===== config.mk =====
export PLATFORM = sky130hd
export DESIGN_NAME = rs485_poll_scheduler
export DESIGN_NICKNAME = d
export VERILOG_FILES = /design/src/rtl/rs485_pkg.sv /design/src/rtl/rs485_rx_frame.sv /design/src/rtl/rs485_poll_scheduler.sv
export SDC_FILE = /design/constraint.sdc
export NUM_CORES = 1
export LEC_CHECK = 0
export ABC_AREA = 0
export CORE_MARGIN = 8
export CORE_UTILIZATION = 50
export DETAILED_ROUTE_END_ITERATION = 16
export PLACE_DENSITY = 0.8
export SETUP_SLACK_MARGIN = 0.15
export SYNTH_ARGS = -nofsm -noshare
export SYNTH_HDL_FRONTEND = slang
export SYNTH_SLANG_ARGS = --single-unit

===== constraint.sdc =====
create_clock -name clk -period 3.75 [get_ports clk]
set_clock_uncertainty 0.1 [all_clocks]
set_input_delay 0.375 -clock clk [delete_from_list [all_inputs] [get_ports clk]]
set_output_delay 0.375 -clock clk [all_outputs]
set_load 0.1 [all_outputs]

===== src/rtl/rs485_pkg.sv =====
// rs485_pkg: shared constants, state enums and the frame-bit helper for the
// RS485 poll scheduler and its receiver.
package rs485_pkg;
  localparam int         FRAME_BITS    = 11;  // start + 8 data + 2 stop
  localparam int         DATA_BITS     = 8;
  localparam logic [7:0] NACK_BYTE_DEF = 8'hEE;

  typedef enum logic [1:0] {IDLE, TURN, SEND, DONE} sched_state_t;
  typedef enum logic [1:0] {HUNT, DATA, STOP}       rx_state_t;

  // Line level of bit idx (0..10) of an 11-bit frame carrying b, LSB first.
  function automatic logic frame_bit(input logic [7:0] b, input logic [3:0] idx);
    if (idx == 4'd0)      return 1'b0;
    else if (idx <= 4'd8) return b[3'(idx - 4'd1)];
    else                  return 1'b1;
  endfunction
endpackage


===== src/rtl/rs485_rx_frame.sv =====
// rs485_rx_frame: 1-bit-per-clk UART-style byte receiver.
//   clk, rst (sync, active low), rx (idle high), enable (low forces HUNT)
//   rx_byte     last assembled byte
//   byte_valid  1-cycle pulse in the stop-sample cycle when stop bit is 1
//   frame_err   1-cycle pulse in the stop-sample cycle when stop bit is 0
module rs485_rx_frame
  import rs485_pkg::*;
(
  input  logic       clk,
  input  logic       rst,
  input  logic       rx,
  input  logic       enable,
  output logic [7:0] rx_byte,
  output logic       byte_valid,
  output logic       frame_err
);
  rx_state_t  r_state;
  logic [2:0] r_cnt;
  logic [7:0] r_sh;

  always_ff @(posedge clk) begin
    if (!rst) begin
      r_state <= HUNT;
      r_cnt   <= '0;
      r_sh    <= '0;
    end else if (!enable) begin
      // Our own transmission is on the line; drop any partial frame.
      r_state <= HUNT;
      r_cnt   <= '0;
    end else begin
      case (r_state)
        HUNT: if (!rx) begin
          r_state <= DATA;
          r_cnt   <= '0;
        end
        DATA: begin
          r_sh  <= {rx, r_sh[7:1]};
          r_cnt <= r_cnt + 3'd1;
          if (r_cnt == 3'(DATA_BITS - 1)) r_state <= STOP;
        end
        // Second stop bit is left to HUNT, which simply idles on a 1.
        default: r_state <= HUNT;
      endcase
    end
  end

  assign rx_byte    = r_sh;
  assign byte_valid = enable && (r_state == STOP) &&  rx;
  assign frame_err  = enable && (r_state == STOP) && !rx;
endmodule


===== src/rtl/rs485_poll_scheduler.sv =====
// rs485_poll_scheduler: RS485 slave-side poll responder.
// A poll byte POLL_BASE+k snapshots slot k; after TURN_CYC cycles the driver
// is enabled and the word is sent MSB byte first (or NACK_BYTE if the slot
// was not valid), 11-bit frames back to back, 1 bit per clk.
// Ports:
//   clk, rst (sync, active low), rx (serial in, idle high)
//   src_data [NUM_SRC*16]  packed slot words, src_valid [NUM_SRC]
//   src_ack  [NUM_SRC]     1-cycle pulse when a valid slot word is taken
//   tx, tx_en              serial out and driver enable
//   busy                   response pending or in progress
//   poll_drop              1-cycle pulse when an in-range poll is discarded
// Build option: define RS485_SCHED_CHKSUM_EN to append MSB^LSB as a third
// byte to valid-data responses.
module rs485_poll_scheduler
  import rs485_pkg::*;
#(
  parameter int         NUM_SRC   = 4,
  parameter logic [7:0] POLL_BASE = 8'h01,
  parameter int         TURN_CYC  = 2,
  parameter logic [7:0] NACK_BYTE = NACK_BYTE_DEF
) (
  input  logic                   clk,
  input  logic                   rst,
  input  logic                   rx,
  input  logic [NUM_SRC*16-1:0]  src_data,
  input  logic [NUM_SRC-1:0]     src_valid,
  output logic [NUM_SRC-1:0]     src_ack,
  output logic                   tx,
  output logic                   tx_en,
  output logic                   busy,
  output logic                   poll_drop
);
  localparam int SLOT_W = (NUM_SRC > 1) ? $clog2(NUM_SRC) : 1;
`ifdef RS485_SCHED_CHKSUM_EN
  localparam logic [1:0] NB_DATA = 2'd3;
`else
  localparam logic [1:0] NB_DATA = 2'd2;
`endif

  logic [7:0]        w_byte;
  logic              w_byte_valid, w_frame_err;
  logic [8:0]        w_off;
  logic              w_hit;
  logic [SLOT_W-1:0] w_slot;
  logic [15:0]       w_sel_word;
  logic              w_sel_valid;
  logic [7:0]        w_cur_byte;

  sched_state_t      r_state;
  logic [15:0]       r_word;
  logic              r_v;
  logic [1:0]        r_nbytes, r_byte_cnt;
  logic [3:0]        r_bit_cnt;
  logic [7:0]        r_turn_cnt;
  logic              r_tx, r_tx_en, r_busy, r_drop;
  logic [NUM_SRC-1:0] r_ack;

  rs485_rx_frame u_rx (
    .clk        (clk),
    .rst        (rst),
    .rx         (rx),
    .enable     (!r_tx_en),
    .rx_byte    (w_byte),
    .byte_valid (w_byte_valid),
    .frame_err  (w_frame_err)
  );

  // 9-bit subtraction: bytes below POLL_BASE wrap to >= 256 and miss.
  assign w_off       = {1'b0, w_byte} - {1'b0, POLL_BASE};
  assign w_hit       = w_byte_valid && (w_off < 9'(NUM_SRC));
  assign w_slot      = w_off[SLOT_W-1:0];
  assign w_sel_word  = src_data[16*w_slot +: 16];
  assign w_sel_valid = src_valid[w_slot];

  always_comb begin
    w_cur_byte = NACK_BYTE;
    if (r_v) begin
      case (r_byte_cnt)
        2'd0:    w_cur_byte = r_word[15:8];
`ifdef RS485_SCHED_CHKSUM_EN
        2'd1:    w_cur_byte = r_word[7:0];
        default: w_cur_byte = r_word[15:8] ^ r_word[7:0];
`else
        default: w_cur_byte = r_word[7:0];
`endif
      endcase
    end
  end

  always_ff @(posedge clk) begin
    if (!rst) begin
      r_state    <= IDLE;
      r_word     <= '0;
      r_v        <= 1'b0;
      r_nbytes   <= '0;
      r_byte_cnt <= '0;
      r_bit_cnt  <= '0;
      r_turn_cnt <= '0;
      r_tx       <= 1'b1;
      r_tx_en    <= 1'b0;
      r_busy     <= 1'b0;
      r_ack      <= '0;
      r_drop     <= 1'b0;
    end else begin
      r_ack  <= '0;
      r_drop <= 1'b0;
      case (r_state)
        IDLE: if (w_hit) begin
          r_word     <= w_sel_word;
          r_v        <= w_sel_valid;
          r_nbytes   <= w_sel_valid ? NB_DATA : 2'd1;
          if (w_sel_valid) r_ack <= NUM_SRC'(1) << w_slot;
          r_busy     <= 1'b1;
          r_turn_cnt <= '0;
          r_state    <= TURN;
        end
        TURN: begin
          if (w_hit) r_drop <= 1'b1;
          if (r_turn_cnt == 8'(TURN_CYC - 1)) begin
            r_state    <= SEND;
            r_tx_en    <= 1'b1;
            r_tx       <= 1'b0;  // start bit of byte 0
            r_bit_cnt  <= '0;
            r_byte_cnt <= '0;
          end else begin
            r_turn_cnt <= r_turn_cnt + 8'd1;
          end
        end
        SEND: begin
          if (r_bit_cnt == 4'(FRAME_BITS - 1)) begin
            if (r_byte_cnt == r_nbytes - 2'd1) begin
              r_state <= DONE;
              r_tx_en <= 1'b0;
              r_tx    <= 1'b1;
              r_busy  <= 1'b0;
            end else begin
              r_byte_cnt <= r_byte_cnt + 2'd1;
              r_bit_cnt  <= '0;
              r_tx       <= 1'b0;
            end
          end else begin
            r_bit_cnt <= r_bit_cnt + 4'd1;
            r_tx      <= frame_bit(w_cur_byte, r_bit_cnt + 4'd1);
          end
        end
        default: begin  // DONE
          if (w_hit) r_drop <= 1'b1;
          r_tx_en <= 1'b0;
          r_tx    <= 1'b1;
          r_busy  <= 1'b0;
          r_state <= IDLE;
        end
      endcase
    end
  end

  assign src_ack   = r_ack;
  assign tx        = r_tx;
  assign tx_en     = r_tx_en;
  assign busy      = r_busy;
  assign poll_drop = r_drop;
endmodule


==> run_1/registers.png <==
The bar under the picture is 20 µm long. Other sequential cells in the stronger grey, the rest of the logic in the fainter grey.
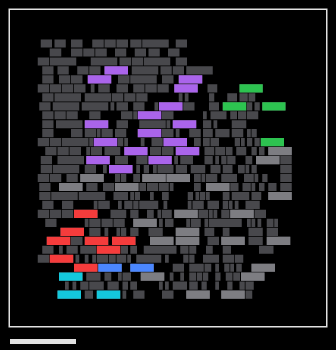
| netlist name | colour | placed flops |
|---|---|---|
| `r_word` | purple | 16 |
| `u_rx.r_state` | blue | 2 |
| `r_bit_cnt` | green | 4 |
| `u_rx.rx_byte` | red | 8 |
| `u_rx.r_cnt` | cyan | 3 |

==> run_1/gate_families.png <==
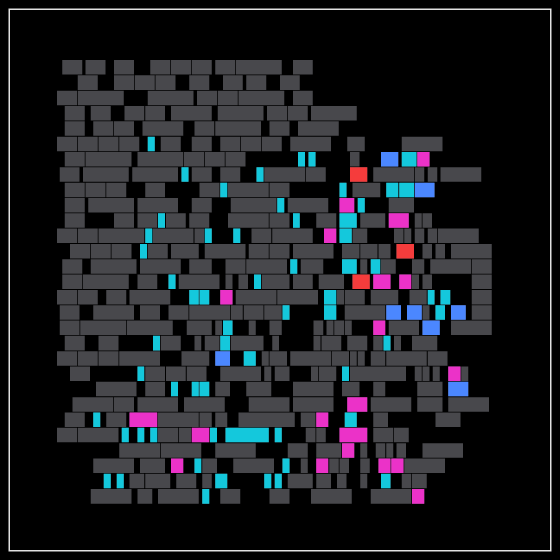
| family | colour | cells |
|---|---|---|
| AND-OR and OR-AND gates | blue | 8 |
| AND and OR gates | magenta | 20 |
| XOR/XNOR gates | red | 3 |
| NOR gates | cyan | 60 |
most common logic cell in the routed design: sky130_fd_sc_hd__clkdlybuf4s50_1
combinational fraction of the cell area: 47.8%
Cell Count, Final, Fillers Out: 463

==> summary.log, run 1 <==
INFO  clocking       worstSkewPairLatency=310ps
INFO  clocking       cts_hold_repair.buffers=0
INFO  timing         fin_crit_sh=76.7%
INFO  placement      preCtsSetupSlack=895ps
INFO  detailed_routing final_antenna_net_count=0
INFO  clocking       cts_setup_buffers=0
INFO  detailed_routing routed_wire_length_per_instance=16.2µm
INFO  power          clock_power_share=32.1%
INFO  clocking       clk_pin_slew=100ps
INFO  power          power.switching_fraction=22.8%
INFO  yosys          yosys_warnings=0
INFO  run_status     run_status=finished, final reports clean
INFO  critical_path  critPathMaxStageDelay=570ps
INFO  timing         finalCriticalPeriod=2880ps
INFO  clocking       cts_root_buf=sky130_fd_sc_hd__clkbuf_8
INFO  finish         ant_diodes=0
INFO  global_route   overflow=0
INFO  detailed_routing drt-initial-drc-count=69
INFO  critical_path  worst_setup_path_start_kind=flip-flop
INFO  power          internal_power=0.801mW
INFO  floorplan      die_y=95.9µm
INFO  placement      hpwl=5880µm
INFO  timing         setup_total_negative_slack=0ps
INFO  global_route   grt_first_pass_wirelength=12300µm
INFO  finish         area_growth_syn_to_layout=28.1%
INFO  job            log.warning_count=30
INFO  floorplan      core_footprint=6240µm²
INFO  yosys          yosys.stat.seqShare=34.5%
==> run_1/final_congestion.png <==
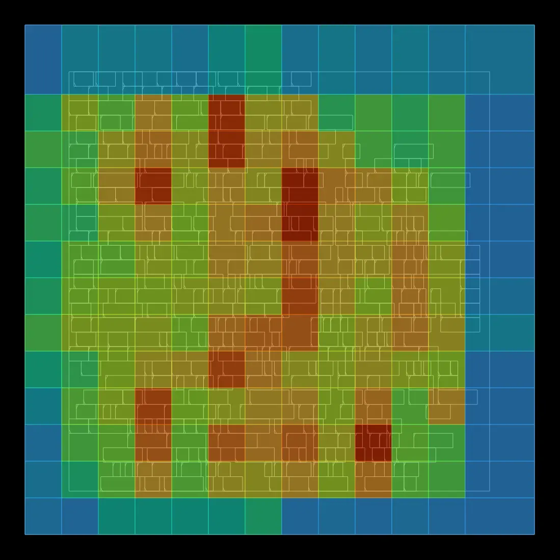
share of the core filled with cells: 65.4%
global-route layer with the greatest usage: met2
met3 track demand over resource in global routing: 5.15%

## run 1: registers in the layout, indices dropped and copies added (netlist names)
name,count
r_nbytes,1
src_ack,4
u_rx.r_state,2
tx,1
busy,1
u_rx.r_cnt,3
r_turn_cnt,8
r_word,16
poll_drop,1
r_state,2
u_rx.rx_byte,8
r_byte_cnt,2
r_bit_cnt,4
tx_en,1
r_v,1
## run 1: final timing paths
path,startpoint,to,depth (start not counted),slack (ps)
hold reg to reg,busy,busy,1,370
hold / removal,busy,busy,1,370
setup reg to reg,u_rx.rx_byte[0],r_word[12],7,870
setup / recovery,u_rx.rx_byte[0],r_word[12],7,870
## run 1: worst reg2reg max path, cell delays in order, from the launching register on
cell	delay, ps
sky130_fd_sc_hd__dfxtp_1	380
sky130_fd_sc_hd__buf_4	350
sky130_fd_sc_hd__inv_1	140
sky130_fd_sc_hd__ha_1	270
sky130_fd_sc_hd__o41ai_2	550
sky130_fd_sc_hd__nand3_2	570
sky130_fd_sc_hd__mux2i_1	350
sky130_fd_sc_hd__nor2_1	50
## run 1: layer usage
layer	wire length, µm	GRT usage, %	vias up
met5	0	0	-
met3	416	5.15	11
met1	3430	20.9	1306
met2	3540	26.6	62
met4	110	5.89	0
li1	-	-	1309
## run 1: cell families (layout without fill, tap and decap cells)
group | count (synthesis) | count (layout) | synth area share, %
multiplexers | 55 | 55 | 24.4
adder cells (fa/ha/maj) | 11 | 11 | 4.32
buffers and inverters | 32 | 101 | 4.20
AND-OR/OR-AND | 44 | 44 | 12.0
XOR/XNOR | 3 | 3 | 0.824
AND/OR/NAND/NOR | 117 | 117 | 19.7
flip-flops | 55 | 55 | 34.5
## run 1: layout make-up
type	count	area (µm²)	area share, %
clock buffers	5	68.8	1.69
clock inverters	3	20.0	0.490
inverters	13	48.8	1.19
multi-input cells	230	1950	47.8
flip-flops and latches	55	1100	27.0
well taps	77	96.3	2.36
repair buffers	80	796	19.5
## run 1: cells in the mapped netlist, types with 4 or more instances
master / count / share of area (%)
sky130_fd_sc_hd__inv_1: 13 / 1.5
sky130_fd_sc_hd__dfxtp_1: 55 / 35
sky130_fd_sc_hd__clkbuf_1: 13 / 1.5
sky130_fd_sc_hd__nand3_1: 13 / 2.0
sky130_fd_sc_hd__and3_1: 5 / 0.98
sky130_fd_sc_hd__mux4_2: 18 / 13
sky130_fd_sc_hd__or3_1: 6 / 1.2
sky130_fd_sc_hd__nor3_1: 9 / 1.4
sky130_fd_sc_hd__nand2_1: 15 / 1.8
sky130_fd_sc_hd__ha_1: 11 / 4.3
sky130_fd_sc_hd__nand2b_1: 4 / 0.78
sky130_fd_sc_hd__nor2b_1: 4 / 0.78
sky130_fd_sc_hd__nor2_1: 39 / 4.6
sky130_fd_sc_hd__o21ai_0: 8 / 1.3
sky130_fd_sc_hd__mux2i_1: 35 / 11
## run 1: metrics by stage
stage | instance area (µm²) | hold WS [ps]
floorplan | 3190 | 331
global placement | 4000 | 353
detailed placement | 4000 | 356
CTS | 4080 | 380
global route | 4080 | 412
finish | 4080 | 374
==> run_1/met2.png <==
The bar under the picture is 20 µm long.
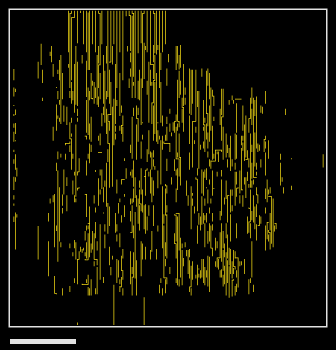

==> run 2: changes to the inputs <==
--- a/config.mk
+++ b/config.mk
@@ -7,9 +7,9 @@
 export LEC_CHECK = 0
 export ABC_AREA = 0
 export CORE_MARGIN = 8
-export CORE_UTILIZATION = 50
+export CORE_UTILIZATION = 45
 export DETAILED_ROUTE_END_ITERATION = 16
-export PLACE_DENSITY = 0.8
+export PLACE_DENSITY = 0.76
 export SETUP_SLACK_MARGIN = 0.15
 export SYNTH_ARGS = -nofsm -noshare
 export SYNTH_HDL_FRONTEND = slang
==> constraint.sdc (replaced) <==
create_clock -name clk -period 2.6 [get_ports clk]
set_clock_uncertainty 0.1 [all_clocks]
set_input_delay 0.26 -clock clk [delete_from_list [all_inputs] [get_ports clk]]
set_output_delay 0.26 -clock clk [all_outputs]
set_load 0.1 [all_outputs]
==> run_2/met2.png <==
The bar under the picture is 20 µm long.
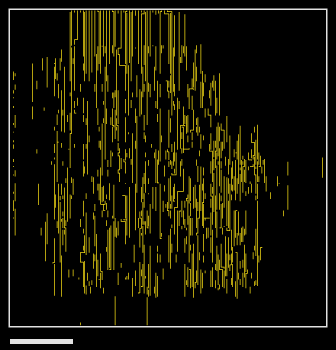
longest straight run: 36.2 µm
nets with wire on the layer: 413
wire length on this layer: 3680 µm

==> run_2/gate_families.png <==
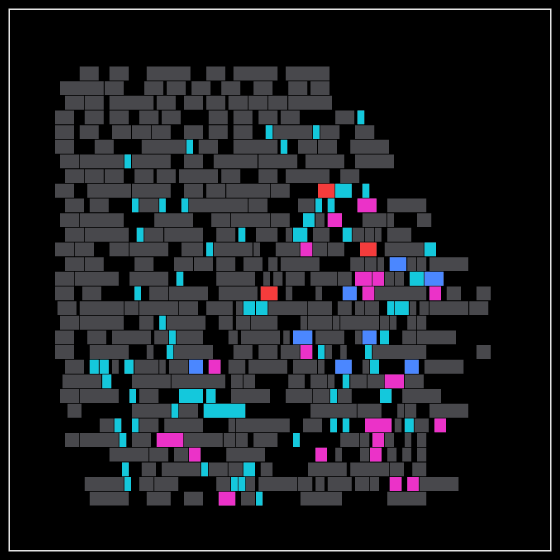
| family | colour | cells |
|---|---|---|
| NOR gates | cyan | 60 |
| AND-OR and OR-AND gates | blue | 8 |
| XOR/XNOR gates | red | 3 |
| AND and OR gates | magenta | 20 |

==> run_2/met3.png <==
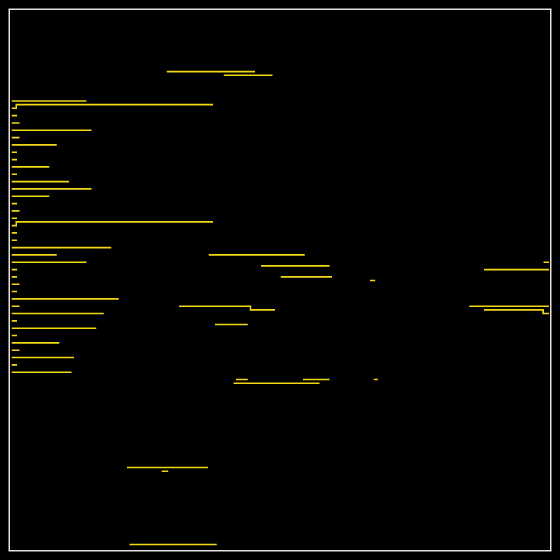
wire length on this layer: 470 µm
longest straight run: 36.3 µm
number of vias in the routed layout: 2699
met3 track demand over resource in global routing: 4.57%
Routed Wire Length: 7630 µm

==> summary.log, run 2 <==
INFO  run_status     run_status=finished, final reports clean
INFO  critical_path  reg_to_reg_critical_path_startpoint=r_turn_cnt[1]
INFO  power          clock_power_share=35.3% [+3.2 points]
INFO  yosys          topCombFamilyByArea=multiplexers
INFO  critical_path  critPathMaxStageDelay=500ps [-70 ps]
INFO  timing         fin_crit_sh=92.9% [+16 points]
INFO  yosys          synth-adder-area-share=4.32% [unchanged]
INFO  yosys          synthDominantCellAreaShare=34.5% [unchanged]
INFO  yosys          synth_top_cell_by_area=sky130_fd_sc_hd__dfxtp_1
INFO  global_route   grt_first_pass_wirelength=13000µm [+5.8%]
INFO  power          power.switching_fraction=20.4% [-2.4 points]
INFO  placement      hpwl=5980µm [+1.8%]
INFO  finish         area_growth_syn_to_layout=32.0%
INFO  yosys          post_synth_xor_area_fraction=0.824% [unchanged]
INFO  detailed_routing drt-initial-drc-count=98 [+42%]
INFO  yosys          yosys.stat.seqShare=34.5% [unchanged]
INFO  clocking       cts_root_buf=sky130_fd_sc_hd__clkbuf_8
INFO  critical_path  critical_path.startpoint=r_turn_cnt[1]
INFO  clocking       cts_hold_repair.buffers=0 [unchanged]
INFO  floorplan      die_y=100µm [+4.5%]
INFO  timing         finalCriticalPeriod=2420ps [-461 ps]
INFO  critical_path  worstReg2RegEnd=r_bit_cnt[2]
INFO  yosys          synthAoiAreaFrac=12.0% [unchanged]
INFO  yosys          yosys_warnings=0 [unchanged]
INFO  clocking       clk_pin_slew=100ps [about the same]
INFO  yosys          yosys.area_share.simple=19.7% [unchanged]
INFO  yosys          top_cells_by_area=sky130_fd_sc_hd__dfxtp_1, sky130_fd_sc_hd__mux4_2, sky130_fd_sc_hd__mux2i_1
INFO  detailed_routing detailroute.wirelength.met3=470µm [+13%]
INFO  finish         final_design_area_no_fill=4210µm² [+3.1%]
==> run 2: cell counts after synthesis <==
No cell type changed its count.
==> run 2: layout make-up <==
type,count,area [µm²],area share (%)
clock buffers,5,68.8,1.63
clock inverters,2,37.5,0.892
inverters,13,48.8,1.16
multi-input cells,230,1980,47.1
flip-flops and latches,55,1110,26.3
well taps,96,120,2.85
repair buffers,89,843,20.0
==> run 2: routing by layer <==
metal | track usage [%] | vias to the layer above
met4 | 3.26 | 0
li1 | - | 1324
met1 | 19.8 | 1301
met3 | 4.57 | 4
met2 | 25.2 | 70
met5 | 0 | -
==> run 2: worst min path at each step <==
stage | slack, ps | start | end
4_1_cts | 380 | u_rx.r_state[0] | u_rx.r_state[0]
5_1_grt | 410 | u_rx.r_state[0] | u_rx.r_state[0]
2_1_floorplan | 310 | rx | u_rx.rx_byte[7]
6_report | 380 | u_rx.r_state[0] | u_rx.r_state[0]
3_5_place_dp | 360 | u_rx.r_state[0] | u_rx.r_state[0]
3_3_place_gp | 350 | u_rx.r_state[0] | u_rx.r_state[0]
==> run 2: what timing repair did <==
item / CTS / global route
buffers inserted: 0 / 2
endpoints found under the setup margin: 0 / 7
gates resized: 0 / 7
==> run 2: cells by family after synthesis <==
group / Yosys count
simple gates: 117
mux: 55
flops: 55
compound gates: 44
buf+inv: 32
fa+ha+maj: 11
xor+xnor: 3
==> run 2: power by group through the flow <==
stage	sequential (mW)	combinational (mW)	clock (mW)
after CTS	0.850	0.169	0.567
final	0.848	0.167	0.555
after global placement	0.869	0.165	0
after floorplan	0.868	0.0527	0
after detailed placement	0.869	0.169	0
after global routing	0.849	0.180	0.610
==> run 2: per-stage QoR <==
step | std cells | utilization (%) | worst slack, ps | hold slack [ps]
4_1_cts | 488 | 60.9 | 160 | 381
3_5_place_dp | 481 | 59.3 | 201 | 358
3_3_place_gp | 481 | 59.3 | 281 | 349
6_report | 490 | 61.6 | 185 | 381
2_1_floorplan | 317 | - | 166 | 308
5_1_grt | 490 | 61.6 | 99.6 | 406
==> run 3: changes to the inputs <==
--- a/config.mk
+++ b/config.mk
@@ -9,6 +9,7 @@
 export CORE_MARGIN = 8
 export CORE_UTILIZATION = 45
 export DETAILED_ROUTE_END_ITERATION = 16
+export HOLD_SLACK_MARGIN = 0.08
 export PLACE_DENSITY = 0.76
 export SETUP_SLACK_MARGIN = 0.15
 export SYNTH_ARGS = -nofsm -noshare
==> run_3/registers.png <==
The bar under the picture is 20 µm long. Other sequential cells in the stronger grey, the rest of the logic in the fainter grey.
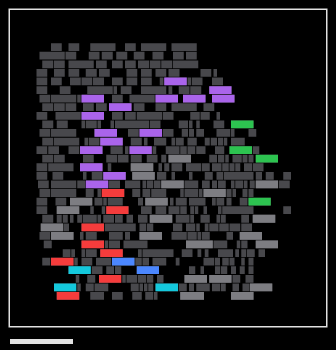
| netlist name | colour | placed flops |
|---|---|---|
| `u_rx.r_cnt` | cyan | 3 |
| `u_rx.r_state` | blue | 2 |
| `r_word` | purple | 16 |
| `u_rx.rx_byte` | red | 8 |
| `r_bit_cnt` | green | 4 |
not coloured: 22
share of cell area taken by flip-flops and latches: 26.3%
storage element area: 1110 µm²
share of the core filled with cells: 61.6%

==> run_3/met2.png <==
The bar under the picture is 20 µm long.
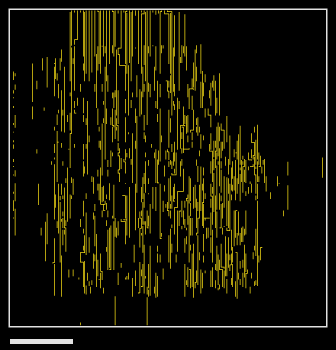
main direction: vertical
nets with wire on the layer: 413

==> run_3/met3.png <==
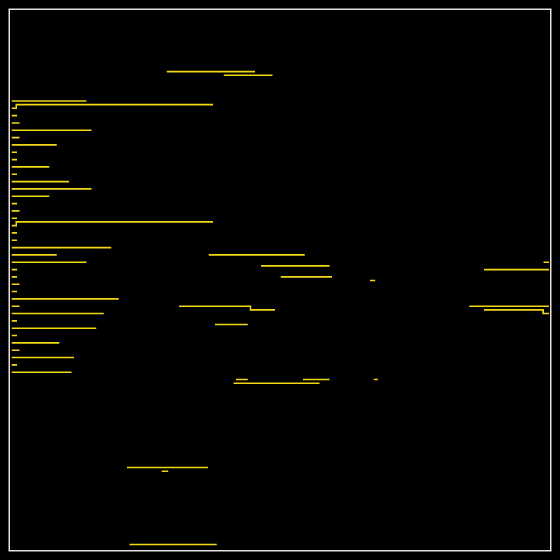
wire length on this layer: 470 µm
main direction: horizontal
share of all routed wire: 6.2%

==> summary.log, run 3 <==
INFO  yosys          synthDominantCellAreaShare=34.5% [unchanged]
INFO  floorplan      die_y=100µm [unchanged]
INFO  critical_path  worstReg2RegEnd=r_bit_cnt[2]
INFO  yosys          synthAoiAreaFrac=12.0% [unchanged]
INFO  yosys          synth_top_cell_by_area=sky130_fd_sc_hd__dfxtp_1
INFO  critical_path  cp.required=2700ps
INFO  job            log.warning_count=31
INFO  yosys          synth-adder-area-share=4.32% [unchanged]
INFO  clocking       tritoncts=built
INFO  floorplan      die_width=100µm
INFO  clocking       cts_root_buf=sky130_fd_sc_hd__clkbuf_8
INFO  detailed_routing detailedRoute.firstPassIterationCount=4
INFO  finish         final_design_area_no_fill=4210µm² [unchanged]
INFO  timing         finalCriticalPeriod=2420ps [unchanged]
INFO  yosys          number_of_enable_flip_flop_cells=0
INFO  run_status     run_status=finished, final reports clean
INFO  placement      count_of_input_and_output_buffers=78
INFO  yosys          yosys_warnings=0 [unchanged]
INFO  placement      hpwl=5980µm [unchanged]
INFO  floorplan      core_footprint=6830µm²
INFO  clocking       tritoncts_num_sinks=55
INFO  critical_path  reg_to_reg_critical_path_startpoint=r_turn_cnt[1]
INFO  yosys          yosys.area_share.simple=19.7% [unchanged]
INFO  finish         final_layout_top_logic_cell=sky130_fd_sc_hd__clkdlybuf4s50_1
INFO  hold_path      whs_path_depth=1
INFO  clocking       clk_pin_slew=100ps [about the same]
INFO  yosys          yosys.stat.seqShare=34.5% [unchanged]
INFO  yosys          topCombFamilyByArea=multiplexers
INFO  global_route   grt_first_pass_wirelength=13000µm [unchanged]
INFO  yosys          top_cell=sky130_fd_sc_hd__dfxtp_1
INFO  finish         area_growth_syn_to_layout=32.0% [unchanged]
INFO  detailed_routing drt-initial-drc-count=98 [unchanged]
INFO  critical_path  critical_path.startpoint=r_turn_cnt[1]
INFO  detailed_routing avgViaCountPerCell=5.51
INFO  detailed_routing detailroute.via_count=2699 [unchanged]
INFO  yosys          syn_avg_cell_area=10.1µm²
INFO  timing         fin_crit_sh=92.9% [unchanged]
INFO  yosys          top_cells_by_area=sky130_fd_sc_hd__dfxtp_1, sky130_fd_sc_hd__mux4_2, sky130_fd_sc_hd__mux2i_1
INFO  yosys          post_synth_xor_area_fraction=0.824% [unchanged]
INFO  critical_path  worstSetupEndpointType=flip-flop
INFO  detailed_routing drt-total-wl=7630µm [unchanged]
## run 3: cell counts after synthesis
No cell type changed its count.
## run 3: final cells by class
| cell class | instances | area (µm²) | share of cell area, % |
|---|---|---|---|
| clock buffers | 5 | 68.8 | 1.63 |
| clock inverters | 2 | 37.5 | 0.892 |
| inverters | 13 | 48.8 | 1.16 |
| multi-input cells | 230 | 1980 | 47.1 |
| flip-flops and latches | 55 | 1110 | 26.3 |
| well taps | 96 | 120 | 2.85 |
| repair buffers | 89 | 843 | 20.0 |
## run 3: per-stage QoR
step	utilization [%]	total power, mW	cells	worst slack, ps	hold WS [ps]
3_3_place_gp	59.3	1.03	481	281	349
6_report	61.6	1.57	490	185	381
5_1_grt	61.6	1.64	490	99.6	406
4_1_cts	60.9	1.59	488	160	381
2_1_floorplan	-	0.921	317	166	308
3_5_place_dp	59.3	1.04	481	201	358
## run 3: timing repair
action | in CTS | in global routing
hold buffers | 0 | 0
setup buffers | 0 | 2
resized | 0 | 7
endpoints found under the setup margin | 0 | 7
## run 3: metal layers
metal	part of all wire (%)	track usage [%]	routed length, µm
met1	45	19.8	3420
met4	0.77	3.26	59
met2	48	25.2	3680
met3	6.2	4.57	470
met5	0	0	0
## run 3: logic make-up after synthesis
logic type	after synthesis
xor+xnor	3
buf+inv	32
flops	55
simple gates	117
mux	55
compound gates	44
fa+ha+maj	11
## run 3: worst min path at each step
stage | startpoint | endpoint | slack [ps]
after global placement | u_rx.r_state[0] | u_rx.r_state[0] | 350
after detailed placement | u_rx.r_state[0] | u_rx.r_state[0] | 360
final | u_rx.r_state[0] | u_rx.r_state[0] | 380
after global routing | u_rx.r_state[0] | u_rx.r_state[0] | 410
after floorplan | rx | u_rx.rx_byte[7] | 310
after CTS | u_rx.r_state[0] | u_rx.r_state[0] | 380
## run 3: power breakdown
part,switching [mW],total [mW],internal (mW)
Combinational,0.0446,0.167,0.123
Clock,0.273,0.555,0.282
Sequential,0.00341,0.848,0.845
Total,0.321,1.57,1.25
## run 3: critical path, stage by stage, from the launching register on
cell and delay [ps]:
sky130_fd_sc_hd__dfxtp_2 360, sky130_fd_sc_hd__inv_1 60, sky130_fd_sc_hd__ha_1 130, sky130_fd_sc_hd__or4b_4 500, sky130_fd_sc_hd__o41ai_4 460, sky130_fd_sc_hd__o221ai_4 200, sky130_fd_sc_hd__and2_0 170, sky130_fd_sc_hd__a221o_1 330
No activity file was given, so power comes from the tool's default toggle rates.
